<file path="src/rtl/bus_err_tracker_pkg.sv">
// Shared constants and helpers for the bus error tracker.
package bus_err_tracker_pkg;

    localparam int CntWidth = 32;

    // Width of a channel index; a single channel still needs one bit.
    function automatic int chan_idx_w(input int n);
        return (n <= 1) ? 1 : $clog2(n);
    endfunction

endpackage

</file>
<file path="src/rtl/bus_err_tracker_if.sv">
// Bus-side signals of the error tracker: per-channel request/response taps and the error FIFO head.
interface bus_err_tracker_if
    import bus_err_tracker_pkg::*;
#(
    parameter int AddrWidth     = 48,
    parameter int MetaDataWidth = 1,
    parameter int ErrBits       = 3,
    parameter int NumChannels   = 2
);
    localparam int ChanW = chan_idx_w(NumChannels);

    logic                                      testmode_i;
    logic [NumChannels-1:0]                    req_valid_i;
    logic [NumChannels-1:0][AddrWidth-1:0]     req_addr_i;
    logic [NumChannels-1:0][MetaDataWidth-1:0] req_meta_i;
    logic [NumChannels-1:0]                    rsp_valid_i;
    logic [NumChannels-1:0]                    rsp_last_i;
    logic [NumChannels-1:0][ErrBits-1:0]       rsp_err_i;
    logic [ErrBits-1:0]                        err_mask_i;
    logic                                      err_valid_o;
    logic                                      err_ready_i;
    logic [AddrWidth-1:0]                      err_addr_o;
    logic [MetaDataWidth-1:0]                  err_meta_o;
    logic [ErrBits-1:0]                        err_code_o;
    logic [ChanW-1:0]                          err_chan_o;
    logic                                      err_orphan_o;
    logic                                      err_overflow_o;
    logic [NumChannels-1:0]                    track_lost_o;
    logic [CntWidth-1:0]                       err_count_o;
    logic                                      cnt_clr_i;
    logic                                      irq_o;

    modport master (
        output testmode_i, req_valid_i, req_addr_i, req_meta_i,
               rsp_valid_i, rsp_last_i, rsp_err_i, err_mask_i,
               err_ready_i, cnt_clr_i,
        input  err_valid_o, err_addr_o, err_meta_o, err_code_o, err_chan_o,
               err_orphan_o, err_overflow_o, track_lost_o, err_count_o, irq_o
    );

    modport slave (
        input  testmode_i, req_valid_i, req_addr_i, req_meta_i,
               rsp_valid_i, rsp_last_i, rsp_err_i, err_mask_i,
               err_ready_i, cnt_clr_i,
        output err_valid_o, err_addr_o, err_meta_o, err_code_o, err_chan_o,
               err_orphan_o, err_overflow_o, track_lost_o, err_count_o, irq_o
    );

endinterface

</file>
<file path="src/rtl/bus_err_chan_tracker.sv">
// One channel: outstanding-request FIFO, first-error-per-burst flag and capture candidate.
module bus_err_chan_tracker #(
    parameter int AddrWidth      = 48,
    parameter int MetaDataWidth  = 1,
    parameter int ErrBits        = 3,
    parameter int NumOutstanding = 4
) (
    input  logic                     clk_i,
    input  logic                     rst_ni,
    input  logic                     req_valid,
    input  logic [AddrWidth-1:0]     req_addr,
    input  logic [MetaDataWidth-1:0] req_meta,
    input  logic                     rsp_valid,
    input  logic                     rsp_last,
    input  logic [ErrBits-1:0]       rsp_err,
    input  logic [ErrBits-1:0]       err_mask,
    output logic                     cap_valid,
    output logic [AddrWidth-1:0]     cap_addr,
    output logic [MetaDataWidth-1:0] cap_meta,
    output logic [ErrBits-1:0]       cap_code,
    output logic                     cap_orphan,
    output logic                     track_lost
);
    localparam int PtrW = $clog2(NumOutstanding);
    localparam int FillW = PtrW + 1;
    localparam logic [FillW-1:0] Depth = FillW'(NumOutstanding);

    typedef struct packed {
        logic [AddrWidth-1:0]     addr;
        logic [MetaDataWidth-1:0] meta;
    } req_t;

    req_t             req_mem [NumOutstanding];
    logic [PtrW-1:0]  wr_ptr_reg, rd_ptr_reg;
    logic [FillW-1:0] fill_reg;
    logic             err_seen_reg, lost_reg;
    logic             empty, full, push, pop, err_beat;
    req_t             head;

    assign empty    = (fill_reg == '0);
    assign full     = (fill_reg == Depth);
    assign pop      = rsp_valid && rsp_last && !empty;
    // A full FIFO still accepts a request when the same cycle frees a slot.
    assign push     = req_valid && (!full || pop);
    assign err_beat = rsp_valid && ((rsp_err & ~err_mask) != '0);
    assign head     = req_mem[rd_ptr_reg];

    assign cap_valid  = err_beat && !err_seen_reg;
    assign cap_orphan = empty;
    assign cap_addr   = empty ? '0 : head.addr;
    assign cap_meta   = empty ? '0 : head.meta;
    assign cap_code   = rsp_err;
    assign track_lost = lost_reg;

    always_ff @(posedge clk_i) begin
        if (push) begin
            req_mem[wr_ptr_reg] <= '{addr: req_addr, meta: req_meta};
        end
    end

    always_ff @(posedge clk_i or negedge rst_ni) begin
        if (!rst_ni) begin
            wr_ptr_reg   <= '0;
            rd_ptr_reg   <= '0;
            fill_reg     <= '0;
            err_seen_reg <= 1'b0;
            lost_reg     <= 1'b0;
        end else begin
            if (push) wr_ptr_reg <= wr_ptr_reg + PtrW'(1);
            if (pop)  rd_ptr_reg <= rd_ptr_reg + PtrW'(1);
            fill_reg <= fill_reg + FillW'(push) - FillW'(pop);
            if (req_valid && !push) lost_reg <= 1'b1;
            if (rsp_valid && rsp_last) err_seen_reg <= 1'b0;
            else if (cap_valid)        err_seen_reg <= 1'b1;
        end
    end

endmodule

</file>
<file path="src/rtl/bus_err_tracker.sv">
// Collects the first error of each burst across channels into a shared error FIFO with count and irq.
module bus_err_tracker
    import bus_err_tracker_pkg::*;
#(
    parameter int AddrWidth       = 48,
    parameter int MetaDataWidth   = 1,
    parameter int ErrBits         = 3,
    parameter int NumChannels     = 2,
    parameter int NumOutstanding  = 4,
    parameter int NumStoredErrors = 4,
    parameter int DropOldest      = 0,
    parameter int IrqThreshold    = 1
) (
    input logic              clk_i,
    input logic              rst_ni,
    bus_err_tracker_if.slave bus
);
    localparam int ChanW = chan_idx_w(NumChannels);
    localparam int PtrW  = $clog2(NumStoredErrors);
    localparam int FillW = PtrW + 1;
    localparam logic [FillW-1:0] Depth    = FillW'(NumStoredErrors);
    localparam logic [FillW-1:0] IrqLevel = FillW'(IrqThreshold);
    localparam logic [FillW-1:0] OneLeft  = FillW'(1);
    localparam bit Drop = (DropOldest != 0);

    typedef struct packed {
        logic [AddrWidth-1:0]     addr;
        logic [MetaDataWidth-1:0] meta;
        logic [ErrBits-1:0]       code;
        logic [ChanW-1:0]         chan;
        logic                     orphan;
    } entry_t;

    logic [NumChannels-1:0]   cap_valid, cap_orphan, track_lost;
    logic [AddrWidth-1:0]     cap_addr [NumChannels];
    logic [MetaDataWidth-1:0] cap_meta [NumChannels];
    logic [ErrBits-1:0]       cap_code [NumChannels];

    genvar gi;
    generate
        for (gi = 0; gi < NumChannels; gi++) begin : g_chan
            bus_err_chan_tracker #(
                .AddrWidth     (AddrWidth),
                .MetaDataWidth (MetaDataWidth),
                .ErrBits       (ErrBits),
                .NumOutstanding(NumOutstanding)
            ) u_chan (
                .clk_i     (clk_i),
                .rst_ni    (rst_ni),
                .req_valid (bus.req_valid_i[gi]),
                .req_addr  (bus.req_addr_i[gi]),
                .req_meta  (bus.req_meta_i[gi]),
                .rsp_valid (bus.rsp_valid_i[gi]),
                .rsp_last  (bus.rsp_last_i[gi]),
                .rsp_err   (bus.rsp_err_i[gi]),
                .err_mask  (bus.err_mask_i),
                .cap_valid (cap_valid[gi]),
                .cap_addr  (cap_addr[gi]),
                .cap_meta  (cap_meta[gi]),
                .cap_code  (cap_code[gi]),
                .cap_orphan(cap_orphan[gi]),
                .track_lost(track_lost[gi])
            );
        end
    endgenerate

    logic                unused_testmode;
    logic                sel_found, extra_cap;
    entry_t              new_entry;
    logic [CntWidth-1:0] cap_inc;

    assign unused_testmode = bus.testmode_i;

    // Lowest channel index wins the write port; every other capture is a loss.
    always_comb begin
        sel_found = 1'b0;
        extra_cap = 1'b0;
        new_entry = '0;
        cap_inc   = '0;
        for (int c = 0; c < NumChannels; c++) begin
            if (cap_valid[c]) begin
                cap_inc = cap_inc + CntWidth'(1);
                if (!sel_found) begin
                    sel_found        = 1'b1;
                    new_entry.addr   = cap_addr[c];
                    new_entry.meta   = cap_meta[c];
                    new_entry.code   = cap_code[c];
                    new_entry.chan   = ChanW'(c);
                    new_entry.orphan = cap_orphan[c];
                end else begin
                    extra_cap = 1'b1;
                end
            end
        end
    end

    entry_t              err_mem [NumStoredErrors];
    logic [PtrW-1:0]     wr_ptr_reg, rd_ptr_reg;
    logic [FillW-1:0]    fill_reg;
    logic                ovf_reg, irq_reg;
    logic [CntWidth-1:0] cnt_reg;
    logic                head_valid, full, pop, write, overwrite, drop_new, loss, adv_rd;
    logic [CntWidth:0]   cnt_sum;
    entry_t              head;

    assign head_valid = (fill_reg != '0);
    assign full       = (fill_reg == Depth);
    assign pop        = head_valid && bus.err_ready_i;
    assign overwrite  = sel_found && full && !pop && Drop;
    assign drop_new   = sel_found && full && !pop && !Drop;
    assign write      = sel_found && !drop_new;
    assign adv_rd     = pop || overwrite;
    assign loss       = extra_cap || overwrite || drop_new;
    assign cnt_sum    = {1'b0, cnt_reg} + {1'b0, cap_inc};
    assign head       = err_mem[rd_ptr_reg];

    always_ff @(posedge clk_i) begin
        if (write) begin
            err_mem[wr_ptr_reg] <= new_entry;
        end
    end

    always_ff @(posedge clk_i or negedge rst_ni) begin
        if (!rst_ni) begin
            wr_ptr_reg <= '0;
            rd_ptr_reg <= '0;
            fill_reg   <= '0;
            ovf_reg    <= 1'b0;
            irq_reg    <= 1'b0;
            cnt_reg    <= '0;
        end else begin
            if (write)  wr_ptr_reg <= wr_ptr_reg + PtrW'(1);
            if (adv_rd) rd_ptr_reg <= rd_ptr_reg + PtrW'(1);
            if (write && !adv_rd)      fill_reg <= fill_reg + FillW'(1);
            else if (!write && adv_rd) fill_reg <= fill_reg - FillW'(1);
            if (loss) ovf_reg <= 1'b1;
            else if (pop && !write && fill_reg == OneLeft) ovf_reg <= 1'b0;
            irq_reg <= (fill_reg >= IrqLevel) || ovf_reg;
            if (bus.cnt_clr_i)        cnt_reg <= '0;
            else if (cnt_sum[CntWidth]) cnt_reg <= '1;
            else                      cnt_reg <= cnt_sum[CntWidth-1:0];
        end
    end

    assign bus.err_valid_o    = head_valid;
    assign bus.err_addr_o     = head_valid ? head.addr : '0;
    assign bus.err_meta_o     = head_valid ? head.meta : '0;
    assign bus.err_code_o     = head_valid ? head.code : '0;
    assign bus.err_chan_o     = head_valid ? head.chan : '0;
    assign bus.err_orphan_o   = head_valid && head.orphan;
    assign bus.err_overflow_o = ovf_reg;
    assign bus.track_lost_o   = track_lost;
    assign bus.err_count_o    = cnt_reg;
    assign bus.irq_o          = irq_reg;

endmodule

</file>
<file path="src/flat_wrapper.sv">
// flat-port wrapper written by rule: the top's interface ports become plain ports
module bus_err_tracker_flat import bus_err_tracker_pkg::*;
#(
    parameter int AddrWidth       = 48,
    parameter int MetaDataWidth   = 1,
    parameter int ErrBits         = 3,
    parameter int NumChannels     = 2,
    parameter int NumOutstanding  = 4,
    parameter int NumStoredErrors = 4,
    parameter int DropOldest      = 0,
    parameter int IrqThreshold    = 1
)
  (clk_i, rst_ni, bus_testmode_i, bus_req_valid_i, bus_req_addr_i, bus_req_meta_i, bus_rsp_valid_i, bus_rsp_last_i, bus_rsp_err_i, bus_err_mask_i, bus_err_ready_i, bus_cnt_clr_i, bus_err_valid_o, bus_err_addr_o, bus_err_meta_o, bus_err_code_o, bus_err_chan_o, bus_err_orphan_o, bus_err_overflow_o, bus_track_lost_o, bus_err_count_o, bus_irq_o);
  bus_err_tracker_if #(.AddrWidth(AddrWidth), .MetaDataWidth(MetaDataWidth), .ErrBits(ErrBits), .NumChannels(NumChannels)) bus_i ();
  input logic clk_i;
  input logic rst_ni;
  input wire logic [$bits(bus_i.testmode_i)-1:0] bus_testmode_i;
  input wire logic [$bits(bus_i.req_valid_i)-1:0] bus_req_valid_i;
  input wire logic [$bits(bus_i.req_addr_i)-1:0] bus_req_addr_i;
  input wire logic [$bits(bus_i.req_meta_i)-1:0] bus_req_meta_i;
  input wire logic [$bits(bus_i.rsp_valid_i)-1:0] bus_rsp_valid_i;
  input wire logic [$bits(bus_i.rsp_last_i)-1:0] bus_rsp_last_i;
  input wire logic [$bits(bus_i.rsp_err_i)-1:0] bus_rsp_err_i;
  input wire logic [$bits(bus_i.err_mask_i)-1:0] bus_err_mask_i;
  input wire logic [$bits(bus_i.err_ready_i)-1:0] bus_err_ready_i;
  input wire logic [$bits(bus_i.cnt_clr_i)-1:0] bus_cnt_clr_i;
  output wire logic [$bits(bus_i.err_valid_o)-1:0] bus_err_valid_o;
  output wire logic [$bits(bus_i.err_addr_o)-1:0] bus_err_addr_o;
  output wire logic [$bits(bus_i.err_meta_o)-1:0] bus_err_meta_o;
  output wire logic [$bits(bus_i.err_code_o)-1:0] bus_err_code_o;
  output wire logic [$bits(bus_i.err_chan_o)-1:0] bus_err_chan_o;
  output wire logic [$bits(bus_i.err_orphan_o)-1:0] bus_err_orphan_o;
  output wire logic [$bits(bus_i.err_overflow_o)-1:0] bus_err_overflow_o;
  output wire logic [$bits(bus_i.track_lost_o)-1:0] bus_track_lost_o;
  output wire logic [$bits(bus_i.err_count_o)-1:0] bus_err_count_o;
  output wire logic [$bits(bus_i.irq_o)-1:0] bus_irq_o;
  assign bus_i.testmode_i = bus_testmode_i;
  assign bus_i.req_valid_i = bus_req_valid_i;
  assign bus_i.req_addr_i = bus_req_addr_i;
  assign bus_i.req_meta_i = bus_req_meta_i;
  assign bus_i.rsp_valid_i = bus_rsp_valid_i;
  assign bus_i.rsp_last_i = bus_rsp_last_i;
  assign bus_i.rsp_err_i = bus_rsp_err_i;
  assign bus_i.err_mask_i = bus_err_mask_i;
  assign bus_i.err_ready_i = bus_err_ready_i;
  assign bus_i.cnt_clr_i = bus_cnt_clr_i;
  assign bus_err_valid_o = bus_i.err_valid_o;
  assign bus_err_addr_o = bus_i.err_addr_o;
  assign bus_err_meta_o = bus_i.err_meta_o;
  assign bus_err_code_o = bus_i.err_code_o;
  assign bus_err_chan_o = bus_i.err_chan_o;
  assign bus_err_orphan_o = bus_i.err_orphan_o;
  assign bus_err_overflow_o = bus_i.err_overflow_o;
  assign bus_track_lost_o = bus_i.track_lost_o;
  assign bus_err_count_o = bus_i.err_count_o;
  assign bus_irq_o = bus_i.irq_o;
  bus_err_tracker #(.AddrWidth(AddrWidth), .MetaDataWidth(MetaDataWidth), .ErrBits(ErrBits), .NumChannels(NumChannels), .NumOutstanding(NumOutstanding), .NumStoredErrors(NumStoredErrors), .DropOldest(DropOldest), .IrqThreshold(IrqThreshold)) u_core (.clk_i(clk_i), .rst_ni(rst_ni), .bus(bus_i));
endmodule
</file>
<file path="config.mk">
export PLATFORM = sky130hd
export DESIGN_NAME = bus_err_tracker_flat
export DESIGN_NICKNAME = d
export VERILOG_FILES = /design/src/rtl/bus_err_tracker_pkg.sv /design/src/rtl/bus_err_tracker_if.sv /design/src/rtl/bus_err_chan_tracker.sv /design/src/rtl/bus_err_tracker.sv /design/src/flat_wrapper.sv
export SDC_FILE = /design/constraint.sdc
export NUM_CORES = 1
export LEC_CHECK = 0
export CAP_MARGIN = 40
export CORE_MARGIN = 2
export CORE_UTILIZATION = 50
export DETAILED_ROUTE_END_ITERATION = 16
export HOLD_SLACK_MARGIN = 0.1
export PLACE_DENSITY = 0.73
export SLEW_MARGIN = 10
export SYNTH_ARGS = -nofsm -noshare
export SYNTH_HDL_FRONTEND = slang
export SYNTH_SLANG_ARGS = --single-unit
</file>
<file path="constraint.sdc">
create_clock -name clk_i -period 3.1 [get_ports clk_i]
set_input_delay 0.93 -clock clk_i [delete_from_list [all_inputs] [get_ports clk_i]]
set_output_delay 0.93 -clock clk_i [all_outputs]
set_load 0.01 [all_outputs]
</file>
Run 1, sequential cells grouped by signal name:
Other sequential cells in the stronger gray, the rest of the logic in the fainter gray.
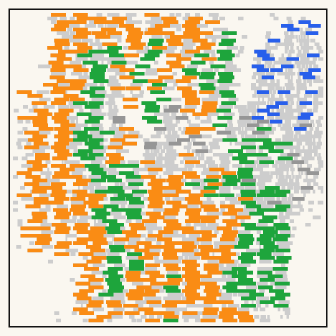
name in the netlist	color	flops
u_core.bus.err_count_o	blue	32
u_core.g_chan.u_chan.req_mem	orange	392
u_core.err_mem	green	216
not colored	27
flop share of the area: 0.589
final cell utilization of the core: 0.641
sequential cell power: 12.3 mW

Run 1, cell classes on the final placement:
Scale bar: 50 um.
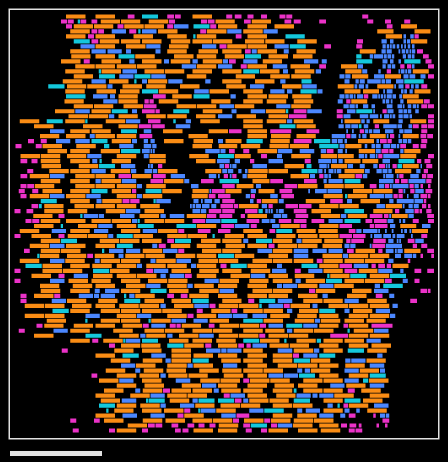
class	color	cells	share of their area
registers	orange	667	60%
remaining buffers and delay cells	magenta	334	12%
clock drivers and dummy loads	cyan	125	7.3%
remaining logic cells	blue	556	20%
total number of placement rows: 84
post-route design area: 0.0335 sq mm

Run 1, clock distribution:
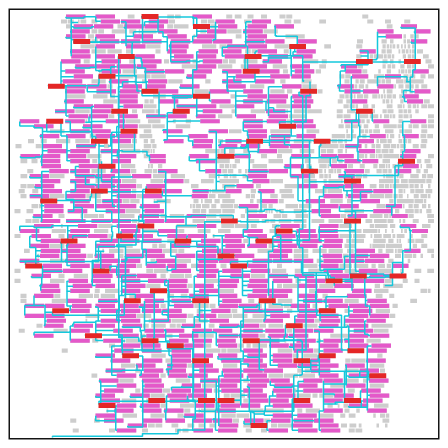
[flip-flops] magenta | count: 667
[clock wires] cyan | length: 7490 um
[clock-net drivers] red | count: 70
routed clock nets	71
clock network power: 8.65 mW
worst clock skew: 0.0256 ns
clock insertion delay at the later pin of the skew report: 0.61 ns
Clock power frac: 0.276

Run 1, congestion heat map:
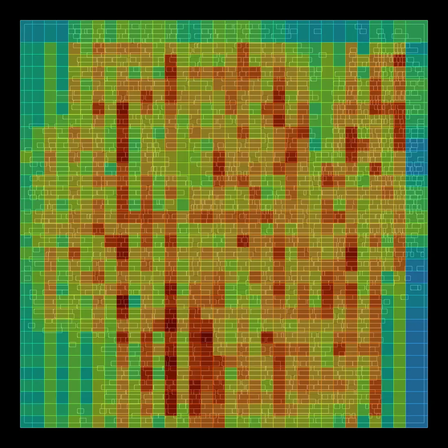
Overall Global Routing Usage: 0.234
met1 track demand over resource in global routing: 0.305
most heavily used metal layer in global routing: met2
met2 usage: 0.391

==> results_tabular.tex, run 1 <==
% Implementation results table
\begin{tabular}{lr}
\hline
Metric & Value \\
\hline
\multicolumn{2}{l}{\textbf{Placement}} \\
PortBufs & 207 \\
\multicolumn{2}{l}{\textbf{Cells and area}} \\
Leading cell type in the layout, fill and taps excluded & sky130\_fd\_sc\_hd\_\_edfxtp\_1 \\
Final \#Nets & 1775 \\
Flip-flop count of the largest register, all copies and words added & 392 \\
Largest reg by FF count & u\_core.g\_chan.u\_chan.req\_mem \\
Non-clock buffer contribution to total cell area & 0.115 \\
Dominant class by area & registers \\
Count of filler cells inserted in the layout & 3494 \\
Tally of non-filler cells in the final layout & 2376 \\
Number of combinational gates with multiple inputs & 528 \\
Non-clk bufs & 334 \\
Number of clock-tree buffers in the layout & 88 \\
Logic area & 0.00658 sq mm \\
Area Growth Syn to Fin & 27.5\% \\
\multicolumn{2}{l}{\textbf{Setup path}} \\
Worst Path Class, Setup & flop to primary output \\
Number of gates on the worst path with buffers counted & 7 \\
Critical Path Sink Type & primary output \\
Register-to-Register Path Depth & 13 \\
CP bufs+invs & 5 \\
Destination of the worst register-to-register timing path & u\_core.bus.err\_count\_o[22]\$\_DFF\_PN0\_ \\
Worst setup startpoint & u\_core.rd\_ptr\_reg[0]\$\_DFFE\_PN0P\_ \\
\multicolumn{2}{l}{\textbf{Final timing}} \\
Smallest setup slack after layout & -0.236 ns \\
Tightest Pin Transition & 0.714 ns \\
Number of setup violations in the final report & 48 \\
Worst-case hold slack & 0.330 ns \\
\multicolumn{2}{l}{\textbf{Synth}} \\
Yosys cell count & 1283 \\
Async set-reset flop share out of synthesis & 0.0885 \\
Area share, top type & 0.694 \\
Synth Area in Adders & 0.0142 \\
Number of distinct library cells after synthesis & 59 \\
Most used standard cells in the synthesized netlist & 608 x sky130\_fd\_sc\_hd\_\_edfxtp\_1, 152 x sky130\_fd\_sc\_hd\_\_mux4\_2, 68 x sky130\_fd\_sc\_hd\_\_and2\_1 \\
Flip-flops with a built-in enable & 608 \\
\multicolumn{2}{l}{\textbf{Run}} \\
Max-cap violations & 0 \\
\multicolumn{2}{l}{\textbf{Drt}} \\
Number of detailed-route iterations in the first pass & 5 \\
Via density per instance & 5.91 \\
Antenna-violating nets left & 0 \\
Sum of met2 wire segment lengths after detailed routing & 31600 um \\
Wirelength per Cell & 26.1 um \\
Wirelength, routed & 62100 um \\
\multicolumn{2}{l}{\textbf{Status}} \\
Violations in the final reports & setup timing \\
Status & finished, violations left \\
\multicolumn{2}{l}{\textbf{Power and ir drop}} \\
Fraction of power spent switching nets & 0.279 \\
Power attributed to combinational cells & 10.4 mW \\
Share of total power in sequential cells & 0.393 \\
\multicolumn{2}{l}{\textbf{Floorplanning}} \\
Init Core Util & 0.503 \\
Top-level port count & 209 \\
\multicolumn{2}{l}{\textbf{Global route}} \\
Antenna violations before repair & 8 \\
\multicolumn{2}{l}{\textbf{Min path}} \\
Worst min-delay path class & input port to asynchronous set/reset pin \\
\multicolumn{2}{l}{\textbf{Clock tree}} \\
Register clock-pin slew on the reported worst setup and hold paths & 0.06 ns \\
Number of buffers added for setup after CTS & 31 \\
TritonCTS buffer count & 70 \\
\hline
\end{tabular}
==> run 1 -> run 2 <==
Settings changed: SKIP_LAST_GASP set to 1.
Run 2, congestion heat map:
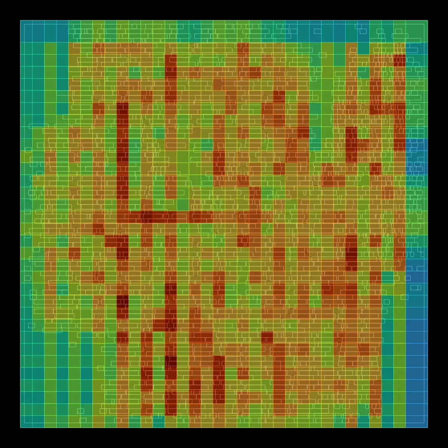
met3 Usage GRT: 0.0424
Wirelength per Cell: 26.1 um
final cell utilization of the core: 0.641
met1 track demand over resource in global routing: 0.306

Run 2, clock distribution:
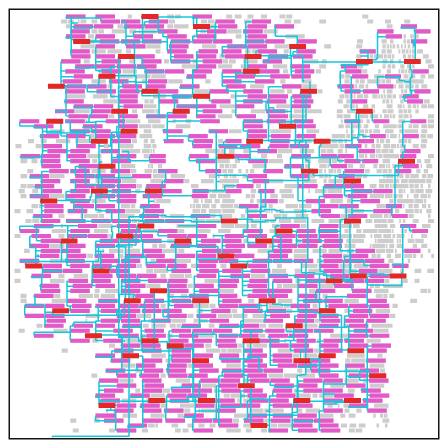
[flip-flops] magenta | count: 667
[clock wires] cyan | length: 7460 um
[clock-net drivers] red | count: 70
routed clock nets	71
flops lie	all over the die
clock insertion delay at the later pin of the skew report: 0.60 ns
worst clock skew: 0.0258 ns

==> run 2 against run 1 <==
The flow still finishes with violations (setup timing). Register-to-register slack gained 0.02 ns. Non-clock buffer count rose by 3. Worst hold slack got worse by 0.0024 ns. Fmax hardly changed. Utilization barely moved. Final area hardly changed. Wire length fell by 0.13%. Clock power about the same. Critical path depth unchanged. Sequential power is essentially flat. Total power is essentially flat. Combinational power barely moved. Largest cell class unchanged. Highest routed layer unchanged.
==> results_tabular.tex, run 2 <==
% Implementation results table
\begin{tabular}{lr}
\hline
Metric & Value \\
\hline
\multicolumn{2}{l}{\textbf{Status}} \\
Status & finished, violations left (unchanged) \\
Violations in the final reports & setup timing (unchanged) \\
\multicolumn{2}{l}{\textbf{Synth}} \\
Yosys cell count & 1283 (unchanged) \\
Async set-reset flop share out of synthesis & 0.0885 (unchanged) \\
Leading register cell type out of synthesis & sky130\_fd\_sc\_hd\_\_edfxtp\_1 (unchanged) \\
Area share, top type & 0.694 (unchanged) \\
Most used standard cells in the synthesized netlist & 608 x sky130\_fd\_sc\_hd\_\_edfxtp\_1, 152 x sky130\_fd\_sc\_hd\_\_mux4\_2, 68 x sky130\_fd\_sc\_hd\_\_and2\_1 (unchanged) \\
Number of distinct library cells after synthesis & 59 (unchanged) \\
Flip-flops with a built-in enable & 608 (unchanged) \\
Synth Area in Adders & 0.0142 (unchanged) \\
Synth warn & 0 (unchanged) \\
\multicolumn{2}{l}{\textbf{Power and ir drop}} \\
Power attributed to combinational cells & 10.4 mW (about the same) \\
Worst vdd rail ir drop & 0.000479 V (about the same) \\
Sequential cell power & 12.3 mW (about the same) \\
Internal power consumption & 22.6 mW (about the same) \\
Fraction of power spent switching nets & 0.279 (about the same) \\
Portion of total power attributed to combinational logic & 0.331 (about the same) \\
Clock power frac & 0.276 (about the same) \\
Share of total power in sequential cells & 0.393 (about the same) \\
Power Dens Cells & 934 mW/mm\^{}2 (about the same) \\
Clock network power & 8.65 mW (about the same) \\
\multicolumn{2}{l}{\textbf{Floorplanning}} \\
Top-level port count & 209 (unchanged) \\
Init Core Util & 0.503 (unchanged) \\
Chip Area & 0.0545 sq mm (unchanged) \\
Total number of placement rows & 84 (unchanged) \\
\multicolumn{2}{l}{\textbf{Run}} \\
Max-cap violations & 0 (unchanged) \\
Number of warnings in the stage logs & 45 (unchanged) \\
\multicolumn{2}{l}{\textbf{Setup path}} \\
Register-to-Register Path Depth & 14 (was 13) \\
Worst Path Class, Setup & flop to primary output (unchanged) \\
Number of gates on the worst path with buffers counted & 7 (unchanged) \\
Largest stage delay, worst path & 0.49 ns (was 0.51 ns) \\
Destination of the worst register-to-register timing path & u\_core.bus.err\_count\_o[22]\$\_DFF\_PN0\_ (unchanged) \\
CP bufs+invs & 5 (unchanged) \\
Worst setup startpoint & u\_core.rd\_ptr\_reg[0]\$\_DFFE\_PN0P\_ (unchanged) \\
Type of element launching the critical path & flop (unchanged) \\
Critical Path Slowest Stage Cell & sky130\_fd\_sc\_hd\_\_dfrtp\_4 (unchanged) \\
Critical Path Sink Type & primary output (unchanged) \\
\multicolumn{2}{l}{\textbf{Cells and area}} \\
Non-clock buffer contribution to total cell area & 0.115 (about the same) \\
Tally of non-filler cells in the final layout & 2377 (was 2376) \\
Count of filler cells inserted in the layout & 3496 (was 3494) \\
Number of combinational gates with multiple inputs & 528 (unchanged) \\
Post-route design area & 0.0335 sq mm (about the same) \\
Number of clock-tree buffers in the layout & 88 (unchanged) \\
Leading cell type in the layout, fill and taps excluded & sky130\_fd\_sc\_hd\_\_edfxtp\_1 (unchanged) \\
Area Growth Syn to Fin & 27.5\% (about the same) \\
Non-clk bufs & 337 (was 334) \\
Flop share of the area & 0.589 (about the same) \\
Dominant class by area & registers (unchanged) \\
Logic area & 0.00659 sq mm (was 0.00658 sq mm) \\
Flip-flop count of the largest register, all copies and words added & 392 (unchanged) \\
Final \#Nets & 1778 (was 1775) \\
Largest reg by FF count & u\_core.g\_chan.u\_chan.req\_mem (unchanged) \\
\multicolumn{2}{l}{\textbf{Clock tree}} \\
H-tree levels & 3 (unchanged) \\
TritonCTS buffer count & 70 (unchanged) \\
Register clock-pin slew on the reported worst setup and hold paths & 0.06 ns (about the same) \\
Number of buffers added for setup after CTS & 31 (unchanged) \\
\multicolumn{2}{l}{\textbf{Placement}} \\
GPL Wtd Cong & 0.812 (unchanged) \\
PortBufs & 207 (unchanged) \\
\multicolumn{2}{l}{\textbf{Global route}} \\
Most heavily used metal layer in global routing & met2 (unchanged) \\
Met2 usage & 0.394 (was 0.391) \\
Antenna violations before repair & 7 (was 8) \\
Overall Global Routing Usage & 0.233 (was 0.234) \\
\multicolumn{2}{l}{\textbf{Drt}} \\
Antenna-violating nets left & 0 (unchanged) \\
Via density per instance & 5.86 (was 5.91) \\
Sum of met2 wire segment lengths after detailed routing & 31900 um (was 31600 um) \\
Number of detailed-route iterations in the first pass & 5 (unchanged) \\
Wirelength, routed & 62000 um (was 62100 um) \\
\multicolumn{2}{l}{\textbf{Final timing}} \\
Tightest Pin Transition & 0.715 ns (was 0.714 ns) \\
Worst-case hold slack & 0.328 ns (was 0.330 ns) \\
Smallest setup slack after layout & -0.235 ns (was -0.236 ns) \\
Number of setup violations in the final report & 52 (was 48) \\
\multicolumn{2}{l}{\textbf{Min path}} \\
Worst min-delay path class & input port to asynchronous set/reset pin (unchanged) \\
\hline
\end{tabular}
Run 2, supply network:
Pins as bars on the die edge. Tap cells in gray.
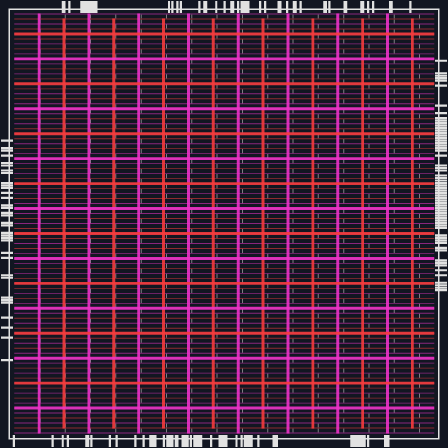
net	color
VDD	red
VSS	magenta
met4 straps	16
met5 straps	16
area inside the core boundary: 0.0523 sq mm
die extent in y: 233 um

Power and IR drop assume default switching activity.
